### config.mk
export PLATFORM = sky130hd
export DESIGN_NAME = input_sram_loader_flat
export DESIGN_NICKNAME = d
export VERILOG_FILES = /design/src/rtl/input_sram_loader_if.sv /design/src/rtl/input_sram_loader.sv /design/src/flat_wrapper.sv
export SDC_FILE = /design/constraint.sdc
export NUM_CORES = 1
export LEC_CHECK = 0
export CELL_PAD_IN_SITES_DETAIL_PLACEMENT = 2
export CELL_PAD_IN_SITES_GLOBAL_PLACEMENT = 2
export CORE_MARGIN = 2
export CORE_UTILIZATION = 42
export DETAILED_ROUTE_END_ITERATION = 12
export DONT_BUFFER_PORTS = 1
export PLACE_DENSITY_LB_ADDON = 0.1
export REMOVE_ABC_BUFFERS = 1
export SLEW_MARGIN = 20
export SYNTH_ARGS = -nofsm -noshare
export SYNTH_HDL_FRONTEND = slang
export SYNTH_SLANG_ARGS = --single-unit
### constraint.sdc
create_clock -name clk -period 11.6 [get_ports clk]
set_clock_uncertainty 0.15 [all_clocks]
set_input_delay 1.16 -clock clk [delete_from_list [all_inputs] [get_ports clk]]
set_output_delay 1.16 -clock clk [all_outputs]
set_load 0.05 [all_outputs]
### src/rtl/input_sram_loader_if.sv
// Bus bundle between the input loader and its neighbours: the DRAM read
// request/response port and the banked input SRAM write port.
interface input_sram_loader_if #(
  parameter int BANKS   = 8,
  parameter int DATA_W  = 32,
  parameter int SRAM_AW = 14,
  parameter int DRAM_AW = 32
) ();
  logic               dram_req;
  logic [DRAM_AW-1:0] dram_addr;
  logic               dram_ready;
  logic               dram_rvalid;
  logic [DATA_W-1:0]  dram_rdata;
  logic [BANKS-1:0]   sram_cs;
  logic               sram_we;
  logic [SRAM_AW-1:0] sram_addr;
  logic [DATA_W-1:0]  sram_wdata;

  modport master (
    output dram_req, dram_addr,
    input  dram_ready, dram_rvalid, dram_rdata,
    output sram_cs, sram_we, sram_addr, sram_wdata
  );

  modport slave (
    input  dram_req, dram_addr,
    output dram_ready, dram_rvalid, dram_rdata,
    input  sram_cs, sram_we, sram_addr, sram_wdata
  );
endinterface

### src/rtl/input_sram_loader.sv
// Streams a width x height x channel feature map from DRAM into the input SRAM
// banks, placing each row in bank (row mod BANKS) with one write pointer per bank.
module input_sram_loader #(
  parameter int                 BANKS       = 8,
  parameter int                 DATA_W      = 32,
  parameter int                 SRAM_AW     = 14,
  parameter int                 DRAM_AW     = 32,
  parameter logic [DRAM_AW-1:0] INPUT_START = {DRAM_AW{1'b0}},
  parameter int                 MAX_OUTST   = 4
) (
  input  logic                clk,
  input  logic                rst,
  input  logic                start_i,
  input  logic [9:0]          width_i,
  input  logic [9:0]          height_i,
  input  logic [9:0]          channel_i,
  output logic                busy_o,
  output logic                done_o,
  output logic                overflow_o,
  input_sram_loader_if.master bus
);

  localparam int BW = (BANKS > 1) ? $clog2(BANKS) : 1;
  localparam int OW = $clog2(MAX_OUTST + 1);

  typedef enum logic [1:0] {
    S_IDLE  = 2'd0,
    S_REQ   = 2'd1,
    S_DRAIN = 2'd2,
    S_FIN   = 2'd3
  } state_e;

  state_e state_q, state_d;

  logic [29:0]        total_q;
  logic [29:0]        issued_q;
  logic [29:0]        written_q;
  logic [OW-1:0]      outst_q, outst_d;
  logic [DRAM_AW-1:0] addr_q;
  logic [9:0]         width_q;
  logic [9:0]         height_q;
  logic [9:0]         x_q;
  logic [9:0]         r_q;
  logic [SRAM_AW-1:0] wptr_q [BANKS];
  logic               overflow_q;
  logic               we_q;
  logic [BANKS-1:0]   cs_q;
  logic [SRAM_AW-1:0] saddr_q;
  logic [DATA_W-1:0]  wdata_q;

  logic               start_ok_s;
  logic               dims_zero_s;
  logic [29:0]        total_s;
  logic               req_s;
  logic               accept_s;
  logic               resp_s;
  logic [BW-1:0]      bank_s;
  logic [BANKS-1:0]   onehot_s;

  // Handshake qualification; responses with nothing outstanding are stale and dropped.
  always_comb begin
    start_ok_s  = start_i && (state_q == S_IDLE);
    total_s     = 30'(width_i) * 30'(height_i) * 30'(channel_i);
    dims_zero_s = (width_i == 10'd0) || (height_i == 10'd0) || (channel_i == 10'd0);
    req_s       = (state_q == S_REQ) && (issued_q < total_q) &&
                  (outst_q < OW'(MAX_OUTST));
    accept_s    = req_s && bus.dram_ready;
    resp_s      = bus.dram_rvalid && (outst_q != {OW{1'b0}}) &&
                  ((state_q == S_REQ) || (state_q == S_DRAIN));
    bank_s      = r_q[BW-1:0];
    onehot_s    = {{(BANKS-1){1'b0}}, 1'b1} << bank_s;
  end

  // Outstanding-read bookkeeping: accept and response in one cycle cancel.
  always_comb begin
    outst_d = outst_q;
    if (accept_s && !resp_s) begin
      outst_d = outst_q + OW'(1);
    end else if (!accept_s && resp_s) begin
      outst_d = outst_q - OW'(1);
    end else begin
      outst_d = outst_q;
    end
  end

  // Load sequencing.
  always_comb begin
    state_d = state_q;
    case (state_q)
      S_IDLE: begin
        if (start_ok_s) begin
          state_d = dims_zero_s ? S_FIN : S_REQ;
        end else begin
          state_d = S_IDLE;
        end
      end
      S_REQ: begin
        if (issued_q == total_q) begin
          state_d = S_DRAIN;
        end else begin
          state_d = S_REQ;
        end
      end
      S_DRAIN: begin
        if (written_q == total_q) begin
          state_d = S_FIN;
        end else begin
          state_d = S_DRAIN;
        end
      end
      S_FIN:   state_d = S_IDLE;
      default: state_d = S_IDLE;
    endcase
  end

  // State register.
  always_ff @(posedge clk) begin
    if (rst) begin
      state_q <= S_IDLE;
    end else begin
      state_q <= state_d;
    end
  end

  // Request side, response-side walk and per-bank write pointers.
  always_ff @(posedge clk) begin
    if (rst) begin
      total_q    <= 30'd0;
      issued_q   <= 30'd0;
      written_q  <= 30'd0;
      outst_q    <= {OW{1'b0}};
      addr_q     <= INPUT_START;
      width_q    <= 10'd0;
      height_q   <= 10'd0;
      x_q        <= 10'd0;
      r_q        <= 10'd0;
      overflow_q <= 1'b0;
      for (int b = 0; b < BANKS; b++) begin
        wptr_q[b] <= {SRAM_AW{1'b0}};
      end
    end else if (start_ok_s) begin
      total_q    <= total_s;
      issued_q   <= 30'd0;
      written_q  <= 30'd0;
      outst_q    <= {OW{1'b0}};
      addr_q     <= INPUT_START;
      width_q    <= width_i;
      height_q   <= height_i;
      x_q        <= 10'd0;
      r_q        <= 10'd0;
      overflow_q <= 1'b0;
      for (int b = 0; b < BANKS; b++) begin
        wptr_q[b] <= {SRAM_AW{1'b0}};
      end
    end else begin
      outst_q <= outst_d;
      if (accept_s) begin
        issued_q <= issued_q + 30'd1;
        addr_q   <= addr_q + DRAM_AW'(4);
      end
      if (resp_s) begin
        written_q      <= written_q + 30'd1;
        wptr_q[bank_s] <= wptr_q[bank_s] + SRAM_AW'(1);
        // The write at an all-ones pointer still lands; the pointer then wraps.
        if (&wptr_q[bank_s]) begin
          overflow_q <= 1'b1;
        end
        if (x_q == width_q - 10'd1) begin
          x_q <= 10'd0;
          r_q <= (r_q == height_q - 10'd1) ? 10'd0 : r_q + 10'd1;
        end else begin
          x_q <= x_q + 10'd1;
        end
      end
    end
  end

  // Registered SRAM write port: a response at edge T writes during cycle T+1.
  always_ff @(posedge clk) begin
    if (rst) begin
      we_q    <= 1'b0;
      cs_q    <= {BANKS{1'b0}};
      saddr_q <= {SRAM_AW{1'b0}};
      wdata_q <= {DATA_W{1'b0}};
    end else begin
      we_q <= resp_s;
      if (resp_s) begin
        cs_q    <= onehot_s;
        saddr_q <= wptr_q[bank_s];
        wdata_q <= bus.dram_rdata;
      end else begin
        cs_q    <= {BANKS{1'b0}};
      end
    end
  end

  assign busy_o         = (state_q != S_IDLE);
  assign done_o         = (state_q == S_FIN);
  assign overflow_o     = overflow_q;
  assign bus.dram_req   = req_s;
  assign bus.dram_addr  = addr_q;
  assign bus.sram_cs    = cs_q;
  assign bus.sram_we    = we_q;
  assign bus.sram_addr  = saddr_q;
  assign bus.sram_wdata = wdata_q;

endmodule

### src/flat_wrapper.sv
// flat-port wrapper written by rule: the top's interface ports become plain ports
module input_sram_loader_flat 
#(
  parameter int                 BANKS       = 8,
  parameter int                 DATA_W      = 32,
  parameter int                 SRAM_AW     = 14,
  parameter int                 DRAM_AW     = 32,
  parameter logic [DRAM_AW-1:0] INPUT_START = {DRAM_AW{1'b0}},
  parameter int                 MAX_OUTST   = 4
)
  (clk, rst, start_i, width_i, height_i, channel_i, busy_o, done_o, overflow_o, bus_dram_req, bus_dram_addr, bus_dram_ready, bus_dram_rvalid, bus_dram_rdata, bus_sram_cs, bus_sram_we, bus_sram_addr, bus_sram_wdata);
  input_sram_loader_if #(.BANKS(BANKS), .DATA_W(DATA_W), .SRAM_AW(SRAM_AW), .DRAM_AW(DRAM_AW)) bus_i ();
  input  logic clk;
  input  logic rst;
  input  logic start_i;
  input  logic [9:0] width_i;
  input  logic [9:0] height_i;
  input  logic [9:0] channel_i;
  output logic busy_o;
  output logic done_o;
  output logic overflow_o;
  output wire logic [$bits(bus_i.dram_req)-1:0] bus_dram_req;
  output wire logic [$bits(bus_i.dram_addr)-1:0] bus_dram_addr;
  input wire logic [$bits(bus_i.dram_ready)-1:0] bus_dram_ready;
  input wire logic [$bits(bus_i.dram_rvalid)-1:0] bus_dram_rvalid;
  input wire logic [$bits(bus_i.dram_rdata)-1:0] bus_dram_rdata;
  output wire logic [$bits(bus_i.sram_cs)-1:0] bus_sram_cs;
  output wire logic [$bits(bus_i.sram_we)-1:0] bus_sram_we;
  output wire logic [$bits(bus_i.sram_addr)-1:0] bus_sram_addr;
  output wire logic [$bits(bus_i.sram_wdata)-1:0] bus_sram_wdata;
  assign bus_dram_req = bus_i.dram_req;
  assign bus_dram_addr = bus_i.dram_addr;
  assign bus_i.dram_ready = bus_dram_ready;
  assign bus_i.dram_rvalid = bus_dram_rvalid;
  assign bus_i.dram_rdata = bus_dram_rdata;
  assign bus_sram_cs = bus_i.sram_cs;
  assign bus_sram_we = bus_i.sram_we;
  assign bus_sram_addr = bus_i.sram_addr;
  assign bus_sram_wdata = bus_i.sram_wdata;
  input_sram_loader #(.BANKS(BANKS), .DATA_W(DATA_W), .SRAM_AW(SRAM_AW), .DRAM_AW(DRAM_AW), .INPUT_START(INPUT_START), .MAX_OUTST(MAX_OUTST)) u_core (.clk(clk), .rst(rst), .start_i(start_i), .width_i(width_i), .height_i(height_i), .channel_i(channel_i), .busy_o(busy_o), .done_o(done_o), .overflow_o(overflow_o), .bus(bus_i));
endmodule
==> impl_table.tex <==
% Yosys + OpenROAD metrics
\begin{tabular}{lr}
\hline
Metric & Value \\
\hline
\multicolumn{2}{l}{\textbf{Routing}} \\
\quad Detailed-route DRC error count & 0 \\
\quad Vias/cell & approximately 5.7 \\
\quad Via total after detailed routing & around 20000 \\
\quad Violation count after the first detailed-routing iteration & a little over 900 \\
\quad Final ANT Viol Nets & 0 \\
\quad WL/cell & around 22 microns \\
\multicolumn{2}{l}{\textbf{STA}} \\
\quad Number of hold violations in the final report & 0 \\
\quad Final tally of setup violations & 0 \\
\quad Final Max Tran Viols & 0 \\
\quad Final period utilization & approximately 90\% \\
\quad Hold WS & about 0.33 ns \\
\quad Setup Total Neg Slack & 0 ns \\
\multicolumn{2}{l}{\textbf{Finish}} \\
\quad Final-layout clock-cell area share & under 10\% \\
\quad Inverters, non-clock & 276 \\
\quad Logic gate fraction of the total cell area & approximately 58\% \\
\quad Leading cell type in the layout, fill and taps excluded & nand2\_1 \\
\quad Total non-filler cell area in the finished layout & between 20000 and 30000 sq um \\
\quad Number of signal-net buffers in the layout & 28 \\
\quad Area taken by multi-input logic gates & $\sim$16000 sq um \\
\quad Net total in the final layout & $\sim$3100 \\
\quad Flop share of the area & between 20\% and 30\% \\
\quad Synth-to-Final Area Change & 7.912\% \\
\quad Final non-filler cell total & $\sim$3500 \\
\quad Share of cells above drive strength 1 & $\sim$5.4\% \\
\quad Number of diodes added for antenna fixing & 0 \\
\quad Number of sequential cells in the layout & 336 \\
\quad FF+latch area & 7849 sq um \\
\quad Multi-input combinational cell count & $\sim$2000 \\
\multicolumn{2}{l}{\textbf{Die}} \\
\quad Die Span Y & approximately 250 microns \\
\quad Floorplan core area & between 60000 and 70000 sq um \\
\quad Starting density of the core & a little over two fifths \\
\quad Tapcell count & 782 \\
\quad Total number of placement rows & 90 \\
\quad IO Pins & roughly 160 \\
\multicolumn{2}{l}{\textbf{Clock tree}} \\
\quad Clock transition at the register clock pins on the worst setup and hold paths after CTS & roughly 0.060 ns \\
\quad Cell resize tally after clock tree synthesis & 0 \\
\quad Post-CTS setup buffer count & 0 \\
\quad Buffer levels on the longest clock path & 3 \\
\quad Clock sink count & 336 \\
\multicolumn{2}{l}{\textbf{GRT}} \\
\quad Combined global-route utilization of all metal layers & about a quarter \\
\quad Sum of overflow across all layers after global routing & 0 \\
\multicolumn{2}{l}{\textbf{Synth}} \\
\quad Prevailing logic family in the synthesized netlist & adder cells \\
\quad Dominant synthesized flop cell & dfxtp\_1 \\
\quad Cells taking the most area after synthesis & dfxtp\_1 18\%, fa\_1 16\%, edfxtp\_1 13\%, ha\_1 8.2\%, nand2\_1 5.1\% \\
\quad Chip area from the yosys synthesis statistics & 25380 sq um \\
\quad Mux frac, synth & between 3 and 4\% \\
\quad Syn Area/Cell & $\sim$9 sq um \\
\quad Mapped cell area & $\sim$25000 sq um \\
\quad Library cell with the largest summed area after synthesis & dfxtp\_1 \\
\quad Post-synthesis adder-cell area fraction & 24.40\% \\
\quad Ys async rst share & 0\% \\
\quad Ys Warns & 0 \\
\quad AND-OR/OR-AND share of the synthesized area & slightly above 9\% \\
\quad Share of the yosys chip area belonging to registers & a little under a third \\
\multicolumn{2}{l}{\textbf{Outcome}} \\
\quad Outcome & finished clean \\
\multicolumn{2}{l}{\textbf{Worst setup path}} \\
\quad Critical Path Source Type & input port \\
\quad CP peak stage delay & roughly 0.55 ns \\
\quad Delay-heaviest family, CP & adder cells \\
\quad Required arrival time at the worst endpoint & between 10 and 15 ns \\
\quad Combined buffer and inverter count along the critical path & 6 \\
\multicolumn{2}{l}{\textbf{Placed design}} \\
\quad DP Area & 26100 sq um \\
\quad \# port buffers & 0 \\
\quad Cell count after placement & approximately 3400 \\
\multicolumn{2}{l}{\textbf{Worst hold path}} \\
\quad WHS Path Cells & 2 \\
\hline
\end{tabular}
sequential cells by signal (all words and copies together) (netlist names), named ones only:
register	count
u_core.bus.dram_addr	30
u_core.total_q	30
u_core.written_q	30
u_core.r_q	10
u_core.bus.sram_wdata	32
u_core.state_q	2
u_core.outst_q	3
u_core.wptr_q	112
u_core.overflow_o	1
u_core.bus.sram_we	1
u_core.x_q	10
u_core.height_q	10
u_core.bus.sram_addr	14
u_core.bus.sram_cs	8
u_core.issued_q	30
u_core.width_q	10
layer usage:
metal,track usage (%),wire [microns],up-vias
met1,31.64,32890,10380
li1,-,-,9143
met4,5.818,1402,0
met3,2.597,2399,78
met5,0,0,-
met2,46.63,41030,308
worst max path at each step:
stage	slack, ns	start	cells past startpoint	end
after floorplan	0.81	width_i[0]	32	u_core.total_q[29]
after global placement	0.77	width_i[0]	32	u_core.total_q[29]
after detailed placement	0.49	width_i[0]	33	u_core.total_q[22]
after CTS	1.03	width_i[0]	33	u_core.total_q[22]
after global routing	0.48	width_i[0]	35	u_core.total_q[29]
final	1.03	width_i[0]	33	u_core.total_q[26]
cells in the mapped netlist, drive strengths merged, types with 4 or more instances:
master    n
nand2   349
inv     275
nor2    235
dfxtp   224
fa      205
ha      167
and2    159
a21oi   158
edfxtp  112
clkbuf  101
o21ai    74
xor2     73
xnor2    72
nand3    69
nand4    52
and3     45
or3      43
nor3     29
buf      28
mux4     28
a21o     24
nand2b   24
mux2i    22
a211oi   19
or4      19
nor4     16
o21a     13
o31ai    12
a31oi    10
and4      9
nor2b     8
o211ai    8
mux2      7
a211o     5
a22o      5
o21bai    5
a21boi    4
nor3b     4
nor4b     4
o41ai     4
### I/O nets highlighted

(1 px per micron)
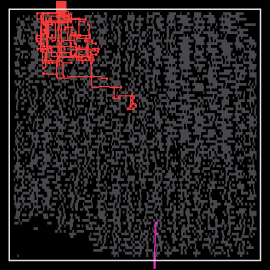
Key: width_i = red [direction input, end cells 122, buffers 0, wire 1570 microns]; start_i = magenta [direction input, end cells 2, buffers 0, wire 39.0 microns]

### Routed clock nets over the placement

(1.5 px per micron)
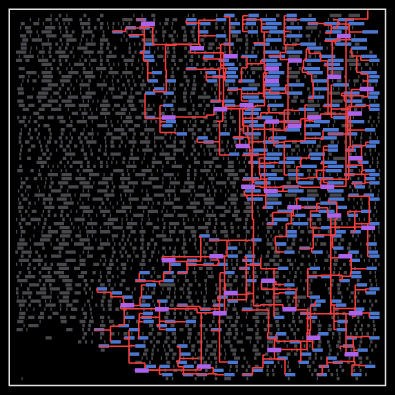
Key: clock wires = red [length 4860 microns]; clock drivers = purple [count 39]; flip-flops = blue [count 336]
There are 40 routed clock nets.

